## config.mk

```make
export PLATFORM = sky130hd
export DESIGN_NAME = ttl_74166
export DESIGN_NICKNAME = d
export VERILOG_FILES = /design/src/rtl/ttl_74166.sv
export SDC_FILE = /design/constraint.sdc
export NUM_CORES = 1
export LEC_CHECK = 0
export CAP_MARGIN = 5
export CORE_AREA = 4 4 41 43
export CTS_CLUSTER_SIZE = 28
export DETAILED_ROUTE_END_ITERATION = 10
export DIE_AREA = 0 0 45 47
export GPL_TIMING_DRIVEN = 0
export PLACE_DENSITY = 0.64
export SYNTH_ARGS = -nofsm -noshare
export SYNTH_HDL_FRONTEND = slang
export SYNTH_SLANG_ARGS = --single-unit --ignore-timing --ignore-initial --compat-mode --unroll-limit 50000
```

## constraint.sdc

```tcl
create_clock -name Clk -period 0.9 [get_ports Clk]
set_input_delay 0.18 -clock Clk [delete_from_list [all_inputs] [get_ports Clk]]
set_output_delay 0.18 -clock Clk [all_outputs]
set_load 0.03 [all_outputs]
```

## src/rtl/ttl_74166.sv

```systemverilog
`timescale 1ns/1ns
// ttl_74166: WIDTH-bit parallel-in/serial-out shift register (74166 style), serial output is the last stage.
// Latency: a load shows D[WIDTH-1] on Q one Clk rise later; D[k] follows after (WIDTH-1-k) further shifts, plus output delay.
// No backpressure: CE_bar high inhibits the clock (hold), Clear_bar low clears asynchronously and masks all edges.
module ttl_74166 #(
   parameter int WIDTH      = 8,
   parameter int DELAY_RISE = 0,
   parameter int DELAY_FALL = 0
) (
   input  logic             Clk,
   input  logic             Clear_bar,
   input  logic             PE_bar,
   input  logic             CE_bar,
   input  logic             DS,
   input  logic [WIDTH-1:0] D,
   output logic             Q
);

   logic [WIDTH-1:0] s;
   logic             last_stage;
   logic             q_rise;
   logic             q_fall;

   // Register: async clear wins; otherwise CE_bar inhibits, then PE_bar picks load over shift.
   // Unknown control values poison the register rather than silently choosing a branch.
   always_ff @(posedge Clk or negedge Clear_bar) begin
      if (!Clear_bar) begin
         s <= '0;
      end else begin
         case (CE_bar)
            1'b1: s <= s;
            1'b0: begin
               case (PE_bar)
                  1'b0:    s <= D;
                  1'b1:    s <= {s[WIDTH-2:0], DS};
                  default: s <= 'x;
               endcase
            end
            default: s <= 'x;
         endcase
      end
   end

   assign last_stage = s[WIDTH-1];

   // Separate rise and fall delay paths; the current level of the last stage selects
   // which path drives Q, so a 0->1 edge appears after DELAY_RISE and a 1->0 edge after DELAY_FALL.
   assign #(DELAY_RISE) q_rise = last_stage;
   assign #(DELAY_FALL) q_fall = last_stage;
   assign Q = last_stage ? q_rise : q_fall;

endmodule
```

==> flow_summary_export.csv, run 1 <==
group,metric,value,unit
timing,timing.hold.ws,0.2118,ns
synthesis,top_area_cell,"dfrtp_1",
synthesis,ys_seq_share,53.69,%
final_layout,largest_register,"s",
routing,vias,298,
flow_run,warning_count,28,
synthesis,numSynthFlops,8,
routing,postRouteAntennaNets,0,
placement,hpwlAfterDp,530.8,um
clock_network,clock.latency.late_pin,0.24,ns
floorplan,die_area,0.002115,mm^2
clock_network,cts_root_buf,"clkbuf_4",
timing,fmaxAchievable,1047,MHz
timing,tns,-0.05548,ns
clock_network,postCtsSetupRepairBufs,0,
setup_path,crit_chain,"buf_6",
flow_run,cap_viol_max_count,0,
run_status,violations,"setup timing",
setup_path,slowest_stage,"dfrtp_1",
clock_network,cts_tree,"yes",
final_layout,largest_reg_flops,8,
setup_path,slowest_delay,0.39,ns
floorplan,fp.dieH,47,um
timing,rsz0062_at_grt,"yes",
timing,fin_worst_skew,0.0002054,ns
final_layout,reg_top3,"s: 8 flops",
floorplan,rows,13,
setup_path,crit_family,"flip-flops",
timing,worst_slack,-0.05548,ns
run_status,outcome,"complete, but fails checks",
final_layout,nFillCells,150,
floorplan,ios,14,
pwr,p_leak,0.2470,nW
pwr,p_total,0.8615,mW
routing,met1_length,334,um
clock_network,cts.clk_slew.worst_paths,0.05,ns
clock_network,cts_resized,8,
timing,finalSetupViolCount,1,
setup_path,required,0.72,ns
clock_network,h-tree-depth,1,
synthesis,ys_cells,34,
timing,min_period_over_period,106.2,%
global_route,antenna_found_initial,0,
placement,dp.cells,61,
clock_network,clockBufferDepth,2,
setup_path,crit_arrival,0.78,ns
synthesis,yosys.cell_types.count,5,
synthesis,top_area_share,53.69,%
final_layout,diodes,0,
routing,first_iter_violations,2,
setup_path,worstReg2RegStart,"s[5]",
final_layout,nets,64,
synthesis,yosys-stat-area,372.9,um^2
synthesis,area_leaders,"dfrtp_1 (54%), mux2i_1 (21%), o21ai_1 (11%)",
final_layout,final_cells,64,
setup_path,cp_max_fo,2,
global_route,grt_pass1_wl,1.076,mm
floorplan,die_x,45,um
pwr,power.density,1613,mW/mm^2
placement,io_buffers,12,
global_route,grt_max_degree,11,
setup_path,criticalPathCategory,"flop to output pin",
hold_path,hp-class,"input pin to async pin",
routing,vias_per_cell,4.656,
clock_network,cts.sinks,8,
synthesis,synth_warnings,0,
clock_network,cts_hold_buf,0,
routing,wl_met3,74,um
global_route,grt_overflow,0,
setup_path,worstSetupStartpointType,"flop",
timing,tightest_slew,0.3604,ns
setup_path,reg2reg_to,"s[6]",
final_layout,design_area,534.3,um^2
timing,hold_violations,0,
setup_path,cp_num_cells,1,
routing,top_layer,"met3",
pwr,ir_drop,0.0006810,V
setup_path,path_buffers,1,
timing,maxSlewViolCount,0,
placement,place_congestion,0.6839,
placement,postPlaceCellArea,511.7,um^2
routing,drc,0,
routing,drtPass1Iterations,3,
global_route,grt_pass1_vias,262,
routing,routed-wl-met2,291,um
clock_network,cts-buffers-inserted,3,
setup_path,reg2regPathDepth,2,
synthesis,synth_area,372.9,um^2
setup_path,r2r_setup_slack,0.19,ns
synthesis,syn_avg_cell_area,10.97,um^2
final_layout,drive_gt1_share,12.24,%
synthesis,synth_cells,34,
setup_path,crit_path_end_kind,"output pin",
floorplan,core,0.001301,mm^2
timing,slew_headroom,75.90,%
timing,period_needed,0.9555,ns
floorplan,core_util_floorplan,28.65,%
synthesis,syn-num-nets,47,
final_layout,synthToLayoutAreaGrowth,43.29,%
-- run 1: logic make-up (layout without fill, tap and decap cells) --
logic type | Yosys count | count (layout) | synth area share (%)
AOI/OAI and AO/OA | 8 | 8 | 10.74
buffers and inverters | 2 | 17 | 6.040
DFF | 8 | 8 | 53.69
muxes | 8 | 8 | 21.48
and+or+nand+nor | 8 | 8 | 8.054
-- run 1: layout make-up --
class | instances | area, um^2 | share of cell area [%]
Sequential cell | 8 | 200.2 | 37.47
Timing Repair Buffer | 12 | 120.1 | 22.48
Tap cell | 15 | 18.77 | 3.513
Clock buffer | 3 | 22.52 | 4.215
Buffer | 2 | 22.52 | 4.215
Multi-Input combinational cell | 24 | 150.1 | 28.10
-- run 1: cells in the final DEF (no fill, tap or decap) --
cell             count
dfrtp_1              8
o21ai_1              8
dlygate4sd2_1        1
clkdlybuf4s50_1     10
mux2i_1              8
nand2_1              8
clkbuf_4             3
buf_6                3
-- run 1: through the flow --
step,worst slack (ns),utilization [%]
3_5_place_dp,-0.2896,39.33
6_report,-0.05548,41.06
3_3_place_gp,-0.2866,39.33
4_1_cts,-0.06896,41.06
2_1_floorplan,0.1596,-
5_1_grt,-0.09098,41.06
-- run 1: worst max-delay path by stage --
stage | from | endpoint | slack, ns
detailed placement | CE_bar | s[6] | -0.29
CTS | s[7] | Q | -0.07
finish | s[7] | Q | -0.06
global placement | CE_bar | s[4] | -0.29
floorplan | s[7] | s[7] | 0.16
global route | s[7] | Q | -0.09
-- run 1: synth_stat cells --
master   number
mux2i_1       8
nand2_1       8
dfrtp_1       8
buf_6         2
o21ai_1       8
-- run 1: report_power, final --
part           internal [mW]  switching (mW)  total (mW)
logic                 0.0979          0.0722       0.170
clock network          0.152           0.110       0.262
registers              0.405          0.0243       0.430
==> run_1/wires.png <==
(8 px per um)
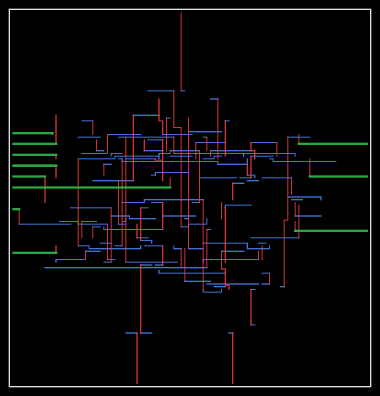
legend:
  blue:
    layer: metal 1
    wire_length: 335 um
  green:
    layer: metal 3
    wire_length: 74.8 um
  red:
    layer: metal 2
    wire_length: 292 um
Total GRT Usage: 7.514%
drt wl/cell: 10.95 um
WL final: 701 um

==> run_1/detail.png <==
Region (24, 2) to (44, 22) um. Cells in gray, sequential cells in the stronger gray; small squares are vias.
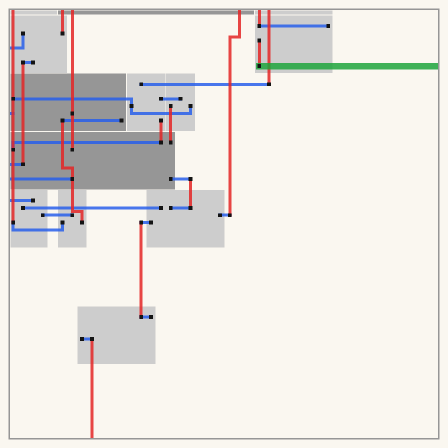
legend:
  green:
    layer: metal 3
  red:
    layer: metal 2
  blue:
    layer: metal 1
cells with their middle in the window: 10
netlist names of flops here include: `s` (2)
sequential cells in the window: 2

==> run_1/congestion.png <==
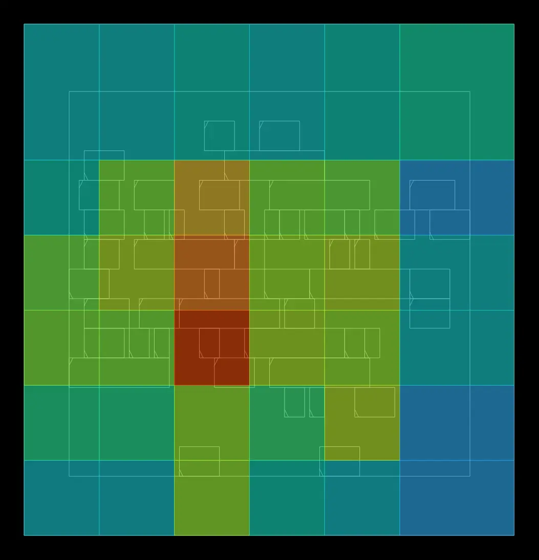
met3 Use GR: 3.448%
post-layout util: 41.06%
most used routing layer: met2
met1 GRT Util: 9.412%
met2 usage in global routing: 10.17%

==> run 2, diff against run 1 <==
--- a/config.mk
+++ b/config.mk
@@ -12,6 +12,7 @@
 export DIE_AREA = 0 0 45 47
 export GPL_TIMING_DRIVEN = 0
 export PLACE_DENSITY = 0.64
+export SETUP_SLACK_MARGIN = 0.4
 export SYNTH_ARGS = -nofsm -noshare
 export SYNTH_HDL_FRONTEND = slang
 export SYNTH_SLANG_ARGS = --single-unit --ignore-timing --ignore-initial --compat-mode --unroll-limit 50000
==> run_2/wires.png <==
(8 px per um)
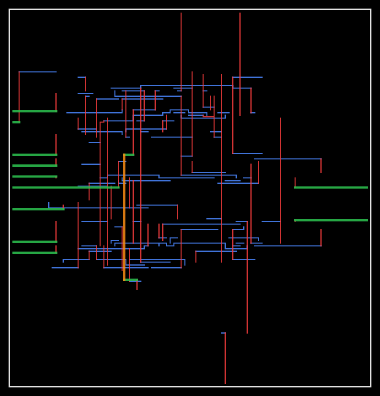
legend:
  red:
    layer: metal 2
    wire_length: 316 um
  blue:
    layer: metal 1
    wire_length: 321 um
  green:
    layer: metal 3
    wire_length: 72.5 um
  orange:
    layer: metal 4
    wire_length: 15.6 um

==> run_2/logic_types.png <==
(8 px per um)
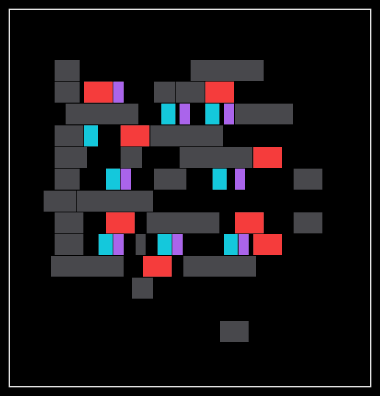
legend:
  cyan:
    family: aoi and oai cells
    cells: 8
    most_used: o21ai_1
    where: center
  red:
    family: mux cells
    cells: 8
    most_used: mux2i_1
    where: center
  purple:
    family: nand cells
    cells: 8
    most_used: nand2_1
    where: center

==> flow_summary_export.csv, run 2 <==
group,metric,value,unit
final_layout,nets,64,
clock_network,cts_resized,13,
placement,pre_cts_ws,-0.2904,ns
setup_path,slowest_stage,"dfrtp_2",
synthesis,ys_sh_xor,0,%
setup_path,slowest_delay,0.41,ns
timing,hold_violations,8,
setup_path,endpoint,"Q",
timing,finalSetupViolCount,1,
setup_path,path_buffers,1,
synthesis,ys_sh_simple,8.054,%
timing,timing.hold.ws,-0.07607,ns
timing,maxSlewViolCount,0,
timing,tightest_slew,0.3501,ns
global_route,grt.busiest_layer,"met2",
global_route,track_usage,8.147,%
floorplan,rows,13,
synthesis,yosys.cell_types.count,5,
setup_path,reg2reg_to,"s[6]",
pwr,p_total,0.9019,mW
final_layout,drive_gt1_share,16.00,%
synthesis,area_leaders,"dfrtp_1 (54%), mux2i_1 (21%), o21ai_1 (11%)",
synthesis,ys_sh_aoi,10.74,%
clock_network,clockBufferDepth,2,
setup_path,crit_family,"flip-flops",
floorplan,core,0.001301,mm^2
setup_path,cp_num_cells,1,
synthesis,top_cells_by_count,"dfrtp_1 (8), mux2i_1 (8), nand2_1 (8), o21ai_1 (8), buf_6 (2)",
run_status,outcome,"complete, but fails checks",
synthesis,yosys-stat-area,372.9,um^2
clock_network,cts_root_buf,"clkbuf_4",
global_route,grt_overflow,0,
routing,postRouteAntennaNets,0,
final_layout,nFillCells,146,
flow_run,cap_viol_max_count,0,
global_route,grtUsageMet3,2.299,%
setup_path,startpoint,"s[7]",
pwr,ir_drop,0.0007756,V
timing,period_needed,0.9889,ns
routing,drtPass1Iterations,1,
synthesis,logic_family,"multiplexers",
setup_path,required,0.72,ns
clock_network,h-tree-depth,1,
placement,place_congestion,0.6590,
synthesis,ys_cells,34,
timing,fin_worst_skew,0.007320,ns
timing,rsz0062_at_grt,"yes",
final_layout,diodes,0,
clock_network,postCtsSetupRepairBufs,0,
timing,fmaxAchievable,1011,MHz
routing,wl,725,um
synthesis,synth_cells,34,
timing,worst_slack,-0.08885,ns
floorplan,ios,14,
synthesis,synth_warnings,0,
run_status,violations,"hold timing, setup timing",
timing,min_period_over_period,109.9,%
setup_path,reg2regPathDepth,2,
synthesis,edf_count,0,
clock_network,cts.sinks,8,
synthesis,ys_sh_mux,21.48,%
clock_network,cts-buffers-inserted,3,
routing,top_layer,"met4",
routing,routed-wl-met2,316,um
==> run 2: cell count changes in the layout (fill, tap and decap cells not counted) <==
cell and delta:
buf_12 +1, clkdlybuf4s50_1 -3, dfrtp_2 +1, dlygate4sd2_1 +2, clkbuf_1 +1, dfrtp_1 -1
clkdlybuf4s15_2 +1, buf_6 -1
==> run 2: cell families after synthesis <==
logic type | count (synthesis)
compound gates | 8
mux | 8
flops | 8
simple gates | 8
buf+inv | 2
==> run 2: worst min-delay path by stage <==
| stage | from | to | slack, ns | cells after the start |
|---|---|---|---|---|
| 2_1_floorplan | Clear_bar | s[0] | -0.12 | 0 |
| 6_report | Clear_bar | s[6] | -0.08 | 1 |
| 5_1_grt | Clear_bar | s[6] | -0.06 | 1 |
| 4_1_cts | Clear_bar | s[6] | -0.06 | 1 |
| 3_3_place_gp | s[0] | s[0] | 0.47 | 2 |
| 3_5_place_dp | s[1] | s[1] | 0.48 | 2 |
==> run 2: layout make-up <==
cell class,count,share of cell area [%]
clock buffer,4,4.805
sequential,8,36.84
buffer,2,5.721
timing repair buffer,12,21.74
tap,15,3.432
multi-input combinational,24,27.46
==> run 2: power by group <==
| part | switching, mW | internal [mW] |
|---|---|---|
| Sequential | 0.0244 | 0.406 |
| Combinational | 0.0720 | 0.0987 |
| Clock | 0.131 | 0.170 |
| Total | 0.227 | 0.675 |
==> run 2: through the flow <==
stage	TNS, ns	util (%)	cells	cell area, um^2	hold WS (ns)
after global placement	-2.580	40.10	61	521.8	0.4692
final	-0.08885	42.02	65	546.8	-0.07607
after detailed placement	-2.547	40.10	61	521.8	0.4793
after CTS	-0.09542	42.02	65	546.8	-0.06208
after floorplan	0	-	34	382.9	-0.1156
after global routing	-0.1092	42.02	65	546.8	-0.05806
==> run 3, diff against run 2 <==
--- a/config.mk
+++ b/config.mk
@@ -5,7 +5,7 @@
 export SDC_FILE = /design/constraint.sdc
 export NUM_CORES = 1
 export LEC_CHECK = 0
-export CAP_MARGIN = 5
+export CAP_MARGIN = 20
 export CORE_AREA = 4 4 41 43
 export CTS_CLUSTER_SIZE = 28
 export DETAILED_ROUTE_END_ITERATION = 10
==> constraint.sdc (replaced) <==
create_clock -name Clk -period 1.2 [get_ports Clk]
set_input_delay 0.24 -clock Clk [delete_from_list [all_inputs] [get_ports Clk]]
set_output_delay 0.24 -clock Clk [all_outputs]
set_load 0.03 [all_outputs]
==> run_3/congestion.png <==
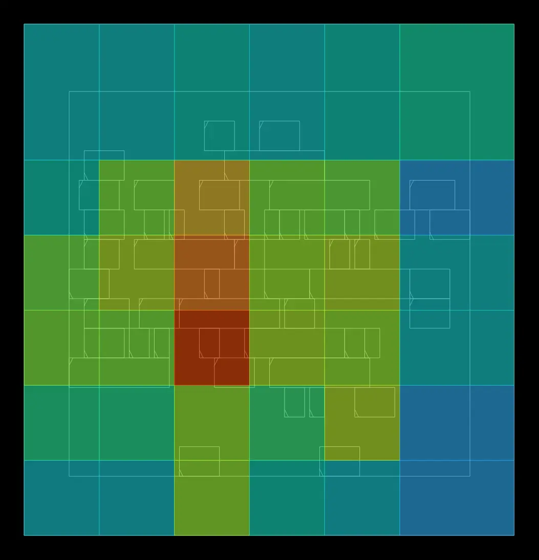

==> flow_summary_export.csv, run 3 <==
group,metric,value,unit
run_status,outcome,"finished clean",
final_layout,synthToLayoutAreaGrowth,43.29,%
routing,postRouteAntennaNets,0,
global_route,track_usage,7.514,%
synthesis,synth_cells,34,
synthesis,ys_sh_simple,8.054,%
timing,period_needed,1.015,ns
timing,rsz0062_at_grt,"yes",
setup_path,reg2regPathDepth,2,
floorplan,ios,14,
setup_path,slowest_delay,0.39,ns
synthesis,ys_sh_xor,0,%
timing,maxSlewViolCount,0,
setup_path,required,0.96,ns
setup_path,crit_arrival,0.78,ns
synthesis,top_area_cell,"dfrtp_1",
clock_network,cts_tree,"yes",
setup_path,worstReg2RegStart,"s[5]",
synthesis,ys_sh_mux,21.48,%
setup_path,crit_family,"flip-flops",
placement,hpwlAfterDp,530.8,um
routing,routed-wl-met2,291,um
setup_path,reg2reg_to,"s[6]",
placement,dp.cells,61,
synthesis,top_cells_by_count,"dfrtp_1 (8), mux2i_1 (8), nand2_1 (8), o21ai_1 (8), buf_6 (2)",
clock_network,cts.clk_slew.worst_paths,0.05,ns
synthesis,synth_warnings,0,
synthesis,edf_count,0,
routing,vias_per_cell,4.656,
floorplan,die_x,45,um
final_layout,layout_top_cells,"clkdlybuf4s50_1 (10), mux2i_1 (8), nand2_1 (8), o21ai_1 (8), dfrtp_1 (8)",
clock_network,clockBufferDepth,2,
final_layout,nets,64,
synthesis,ys.flop_type,"dfrtp_1",
timing,finalSetupViolCount,0,
synthesis,top_area_share,53.69,%
global_route,grt_overflow,0,
setup_path,path_buffers,1,
routing,wl,701,um
routing,top_layer,"met3",
setup_path,startpoint,"s[7]",
pwr,p_total,0.6462,mW
clock_network,postCtsSetupRepairBufs,0,
final_layout,largest_reg_flops,8,
synthesis,ys_cells,34,
synthesis,syn_avg_cell_area,10.97,um^2
clock_network,h-tree-depth,1,
setup_path,slowest_stage,"dfrtp_1",
hold_path,hp-class,"input pin to async pin",
routing,first_iter_violations,2,
flow_run,cap_viol_max_count,0,
timing,tightest_slew,0.3604,ns
global_route,antenna_found_initial,0,
timing,fmaxAchievable,984.8,MHz
clock_network,clock.latency.late_pin,0.24,ns
synthesis,syn-num-nets,47,
clock_network,cts-buffers-inserted,3,
timing,slew_headroom,75.90,%
flow_run,warning_count,28,
setup_path,criticalPathCategory,"flop to output pin",
synthesis,ys_seq_share,53.69,%
timing,fin_worst_skew,0.0002054,ns
synthesis,yosys-stat-area,372.9,um^2
clock_network,cts_root_buf,"clkbuf_4",
routing,drtPass1Iterations,3,
final_layout,layout_top_cell,"clkdlybuf4s50_1",
floorplan,fp.dieH,47,um
global_route,grt_pass1_vias,262,
floorplan,rows,13,
clock_network,cts_hold_buf,0,
synthesis,adder_share,0,%
final_layout,final_cells,64,
setup_path,cp_num_cells,1,
synthesis,numSynthFlops,8,
setup_path,cp_max_fo,2,
setup_path,crit_path_end_kind,"output pin",
setup_path,endpoint,"Q",
global_route,grt_pass1_wl,1.076,mm
clock_network,cts_resized,8,
setup_path,crit_chain,"buf_6",
global_route,grt_max_degree,11,
synthesis,logic_family,"multiplexers",
final_layout,reg_top3,"s: 8 flops",
placement,io_buffers,12,
final_layout,diodes,0,
routing,drt-wirelength-per-cell,10.95,um
synthesis,async_flop_share,100.0,%
routing,vias,298,
timing,min_period_over_period,84.62,%
timing,hold_violations,0,
final_layout,largest_register,"s",
==> run_3/detail.png <==
Region (24, 2) to (44, 22) um. Cells in gray, sequential cells in the stronger gray; small squares are vias.
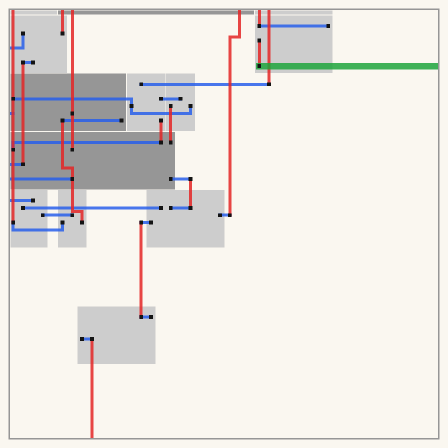

[run 3: cell count changes in the layout (fill, tap and decap cells not counted)]
cell	delta
buf_12	-1
buf_6	+1
clkbuf_1	-1
clkdlybuf4s15_2	-1
clkdlybuf4s50_1	+3
dfrtp_1	+1
dfrtp_2	-1
dlygate4sd2_1	-2
[run 3: routing by layer]
| metal | vias to the layer above | GRT usage [%] |
|---|---|---|
| met1 | 138 | 9.412 |
| li1 | 149 | - |
| met4 | 0 | 5.263 |
| met2 | 11 | 10.17 |
| met5 | - | 0 |
| met3 | 0 | 3.448 |
[run 3: where the power goes]
group          switching [mW]  internal (mW)
Clock                  0.0825          0.114
Combinational          0.0542         0.0734
Sequential             0.0182          0.304
Total                   0.155          0.491
[run 3: final cells by class]
cell class / count / area (um^2)
tap: 15 / 18.77
fill: 150 / 767.0
clock buffer: 3 / 22.52
multi-input combinational: 24 / 150.1
sequential: 8 / 200.2
timing repair buffer: 12 / 120.1
buffer: 2 / 22.52
[run 3: how the worst min path moves through the flow]
stage / from / to / slack [ns] / cells past startpoint
6_report: Clear_bar / s[7] / 0.27 / 1
3_3_place_gp: s[0] / s[0] / 0.47 / 2
4_1_cts: Clear_bar / s[7] / 0.27 / 1
5_1_grt: Clear_bar / s[0] / 0.27 / 1
3_5_place_dp: s[3] / s[3] / 0.48 / 2
2_1_floorplan: Clear_bar / s[0] / -0.06 / 0
[run 3: metrics by stage]
step	worst slack, ns	hold slack (ns)	instance area (um^2)	util, %
finish	0.1845	0.2718	534.3	41.06
detailed placement	-0.04959	0.4772	511.7	39.33
CTS	0.1710	0.2744	534.3	41.06
global placement	-0.04661	0.4680	511.7	39.33
floorplan	0.4596	-0.05559	372.9	-
global route	0.1490	0.2724	534.3	41.06

==> gallery <==
Routed clock nets over the placement.
(6 px per um)
image #1
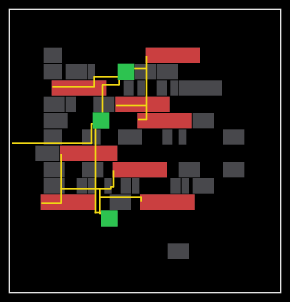
image #2
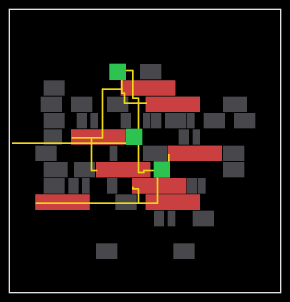
image #2: run 3
image #1: run 2

Key to image #1:
legend:
  green:
    item: clock drivers
    count: 3
  red:
    item: flip-flops
    count: 8
  yellow:
    item: clock wires
    length: 117 um
routed clock nets: 4

No activity file was given, so power comes from the tool's default toggle rates.
